`src/rtl/mul_issue_ctrl.sv`:
```
// -----------------------------------------------------------------------------
// mul_issue_ctrl
//
// Issue/writeback controller for the RV32M multiply path. It accepts
// MUL/MULH/MULHSU/MULHU requests, sign/zero-extends the operands to the
// multiplier's MW-bit signed form, releases the multiplier from reset for the
// duration of the operation, waits for its done pulse and returns the selected
// result word with the destination tag. A watchdog turns a hung multiplier
// into an error response.
//
// Optional feature (compile-time macro MUL_ZERO_BYPASS_EN):
//   when defined, a request with a zero operand skips the multiplier and
//   responds with 0 in the cycle after accept.
//
// Ports:
//   clk, rst            clock, synchronous active-high reset
//   req_valid/ready     request handshake
//   req_funct3          [1:0] selects MUL/MULH/MULHSU/MULHU, bit 2 ignored
//   req_rs1/rs2         operands A (multiplicand) and B (multiplier)
//   req_rd              destination tag
//   resp_valid/ready    response handshake
//   resp_data/rd/err    result word, echoed tag, watchdog error flag
//   mb_rst              reset to the multiplier stage
//   mb_multiplicand     extended rs1
//   mb_multiplier       extended rs2
//   mb_out, mb_done     multiplier product and completion pulse
// -----------------------------------------------------------------------------
module mul_issue_ctrl #(
    parameter int XLEN    = 32,
    parameter int MW      = 34,
    parameter int TIMEOUT = 24
) (
    input  logic              clk,
    input  logic              rst,
    input  logic              req_valid,
    output logic              req_ready,
    input  logic [2:0]        req_funct3,
    input  logic [XLEN-1:0]   req_rs1,
    input  logic [XLEN-1:0]   req_rs2,
    input  logic [4:0]        req_rd,
    output logic              resp_valid,
    input  logic              resp_ready,
    output logic [XLEN-1:0]   resp_data,
    output logic [4:0]        resp_rd,
    output logic              resp_err,
    output logic              mb_rst,
    output logic [MW-1:0]     mb_multiplicand,
    output logic [MW-1:0]     mb_multiplier,
    input  logic [2*MW-1:0]   mb_out,
    input  logic              mb_done
);

    localparam int WDW = $clog2(TIMEOUT + 1);

    typedef enum logic [1:0] {
        S_IDLE = 2'd0,
        S_WAIT = 2'd1,
        S_RESP = 2'd2
    } state_t;

    state_t              r_state, w_state_next;
    logic [MW-1:0]       r_mcand, w_mcand_next;
    logic [MW-1:0]       r_mplier, w_mplier_next;
    logic [1:0]          r_funct, w_funct_next;
    logic [4:0]          r_rd, w_rd_next;
    logic [XLEN-1:0]     r_data, w_data_next;
    logic                r_err, w_err_next;
    logic [WDW-1:0]      r_wd, w_wd_next;

    // Operand conditioning: rs1 is unsigned only for MULHU, rs2 is unsigned
    // for MULHSU and MULHU (funct3[1] set).
    logic                w_a_signed;
    logic                w_b_signed;
    logic [MW-1:0]       w_ext_a;
    logic [MW-1:0]       w_ext_b;
    logic                w_bypass;
    logic [XLEN-1:0]     w_result;
    logic                w_unused_bits;

    assign w_a_signed = (req_funct3[1:0] != 2'b11);
    assign w_b_signed = ~req_funct3[1];
    assign w_ext_a    = {{(MW-XLEN){w_a_signed & req_rs1[XLEN-1]}}, req_rs1};
    assign w_ext_b    = {{(MW-XLEN){w_b_signed & req_rs2[XLEN-1]}}, req_rs2};

`ifdef MUL_ZERO_BYPASS_EN
    // A zero operand makes every product word zero, so the multiplier is skipped.
    assign w_bypass = (req_rs1 == '0) || (req_rs2 == '0);
`else
    assign w_bypass = 1'b0;
`endif

    // MUL returns the low word; MULH/MULHSU/MULHU the high word of the product.
    assign w_result = (r_funct == 2'b00) ? mb_out[XLEN-1:0] : mb_out[2*XLEN-1:XLEN];

    // Product bits above 2*XLEN only carry sign extension and funct3[2] is
    // don't-care; both are deliberately left unused.
    assign w_unused_bits = ^{mb_out[2*MW-1:2*XLEN], req_funct3[2]};

    // State and datapath registers
    always_ff @(posedge clk) begin
        if (rst) begin
            r_state  <= S_IDLE;
            r_mcand  <= '0;
            r_mplier <= '0;
            r_funct  <= 2'b00;
            r_rd     <= 5'd0;
            r_data   <= '0;
            r_err    <= 1'b0;
            r_wd     <= '0;
        end else begin
            r_state  <= w_state_next;
            r_mcand  <= w_mcand_next;
            r_mplier <= w_mplier_next;
            r_funct  <= w_funct_next;
            r_rd     <= w_rd_next;
            r_data   <= w_data_next;
            r_err    <= w_err_next;
            r_wd     <= w_wd_next;
        end
    end

    // Next-state and datapath update
    always_comb begin
        w_state_next  = r_state;
        w_mcand_next  = r_mcand;
        w_mplier_next = r_mplier;
        w_funct_next  = r_funct;
        w_rd_next     = r_rd;
        w_data_next   = r_data;
        w_err_next    = r_err;
        w_wd_next     = r_wd;

        unique case (r_state)
            S_IDLE: begin
                if (req_valid) begin
                    w_mcand_next  = w_ext_a;
                    w_mplier_next = w_ext_b;
                    w_funct_next  = req_funct3[1:0];
                    w_rd_next     = req_rd;
                    w_wd_next     = '0;
                    if (w_bypass) begin
                        w_data_next  = '0;
                        w_err_next   = 1'b0;
                        w_state_next = S_RESP;
                    end else begin
                        w_state_next = S_WAIT;
                    end
                end
            end
            S_WAIT: begin
                // A done pulse wins over a watchdog expiry in the same cycle.
                if (mb_done) begin
                    w_data_next  = w_result;
                    w_err_next   = 1'b0;
                    w_state_next = S_RESP;
                end else if (r_wd == WDW'(TIMEOUT - 1)) begin
                    w_data_next  = '0;
                    w_err_next   = 1'b1;
                    w_state_next = S_RESP;
                end else begin
                    w_wd_next = WDW'(r_wd + 1'b1);
                end
            end
            S_RESP: begin
                if (resp_ready) begin
                    w_state_next = S_IDLE;
                end
            end
            default: begin
                w_state_next = S_IDLE;
            end
        endcase
    end

    assign req_ready       = (r_state == S_IDLE);
    assign resp_valid      = (r_state == S_RESP);
    assign resp_data       = r_data;
    assign resp_rd         = r_rd;
    assign resp_err        = r_err;
    // Holding the multiplier in reset outside WAIT gives it a fresh start per
    // operation and makes stray done pulses harmless.
    assign mb_rst          = rst | (r_state != S_WAIT);
    assign mb_multiplicand = r_mcand;
    assign mb_multiplier   = r_mplier;

endmodule

```
`config.mk`:
```
export PLATFORM = sky130hd
export DESIGN_NAME = mul_issue_ctrl
export DESIGN_NICKNAME = d
export VERILOG_FILES = /design/src/rtl/mul_issue_ctrl.sv
export SDC_FILE = /design/constraint.sdc
export NUM_CORES = 1
export LEC_CHECK = 0
export CORE_AREA = 5 5 120 122
export DETAILED_ROUTE_END_ITERATION = 10
export DIE_AREA = 0 0 125 127
export GPL_TIMING_DRIVEN = 0
export PLACE_DENSITY = 0.76
export SYNTH_ARGS = -nofsm -noshare
export SYNTH_HDL_FRONTEND = slang
export SYNTH_SLANG_ARGS = --single-unit
export TNS_END_PERCENT = 20
```
`constraint.sdc`:
```
create_clock -name clk -period 1.4 [get_ports clk]
set_clock_uncertainty 0.05 [all_clocks]
set_input_delay 0.28 -clock clk [delete_from_list [all_inputs] [get_ports clk]]
set_output_delay 0.28 -clock clk [all_outputs]
set_load 0.02 [all_outputs]
```
layer_met3.png
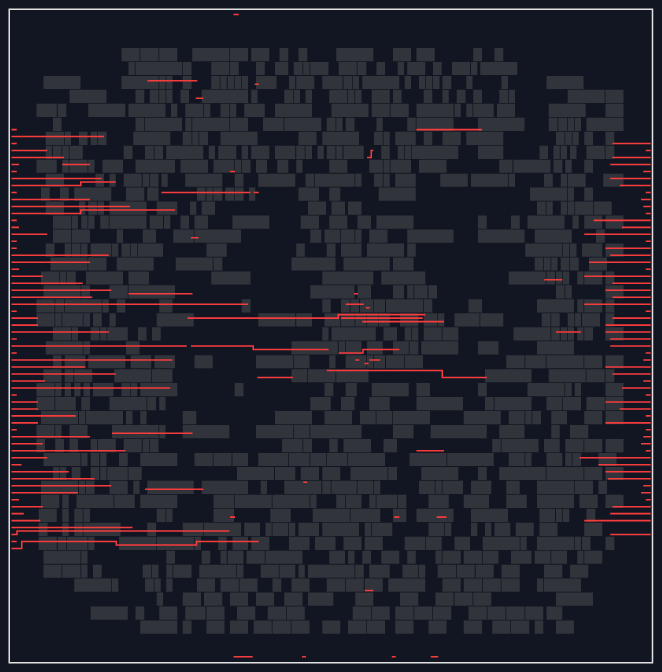
share of all routed wire = 8.3%
main direction = horizontal
wire length on this layer = 1,320 um

layer_met2.png
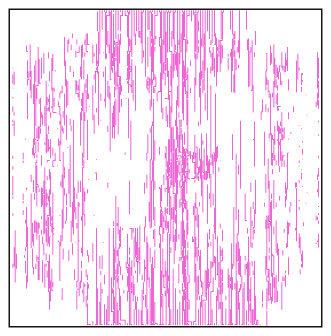
wire length on this layer = 8,180 um
longest straight run = 58.5 um
main direction = vertical
share of all routed wire = 51%
nets with wire on the layer = 800

-- through the flow --
| stage | hold WS (ns) | area, um^2 | utilization | TNS (ns) |
|---|---|---|---|---|
| 2_1_floorplan | 0.366 | 4490 | - | -0.580 |
| 6_report | 0.373 | 7840 | 0.599 | -3.74 |
| 5_1_grt | 0.359 | 7840 | 0.599 | -11.62 |
| 3_3_place_gp | 0.392 | 7190 | 0.550 | -69.52 |
| 3_5_place_dp | 0.398 | 7190 | 0.550 | -71.46 |
| 4_1_cts | 0.351 | 7970 | 0.609 | -2.43 |
-- worst max-delay path: stages (launching register included) --
cell      delay, ns
dfxtp_4        0.36
nand2b_4       0.17
nor2_4         0.10
inv_2          0.05
buf_6          0.13
==> results.cfg <==
; synthesis and place-and-route metrics
[hold_path]
hold_start = rst

[die]
ios = 254
num_rows = 42
core_area_um2 = 13100
die_width_um = 125

[finish]
syn2layout_area_growth_pct = 75.0
clk_share = 0.0712
n_clock_buffer = 21
fillers = 1185
inverters = 31
flop-count = 113

[run_status]
outcome = finished, violations left
violations = setup timing

[routing]
drtPass1Iterations = 4
drc = 0
vias_per_cell = 4.75
met3_wirelength_um = 1320
met2WireLength_um = 8180
ant_nets = 0

[final_timing]
setup_viol = 102
finalWorstSetupSlack_ns = -0.136

[power]
power_clock_mw = 4.01
power_leakage_nw = 3.21
cellPowerDensity_nw_per_um2 = 1180
seq_power_share = 0.380
p_int_mw = 6.83

[global_routing]
grt_pass1_wl_um = 24600

[synth]
synthArstFlopShare = 0
ys_ff = 113
edf_count = 0
most_common_cell = nand2_1
ys_cells = 518
ys.flop_type = dfxtp_1

[clock_tree]
clkSinkCount = 113
worstSkewPairLatency_ns = 0.40

[worst_setup_path]
endpoint = mb_rst
r2r_cells = 5

[placed_design]
dp.cells = 942
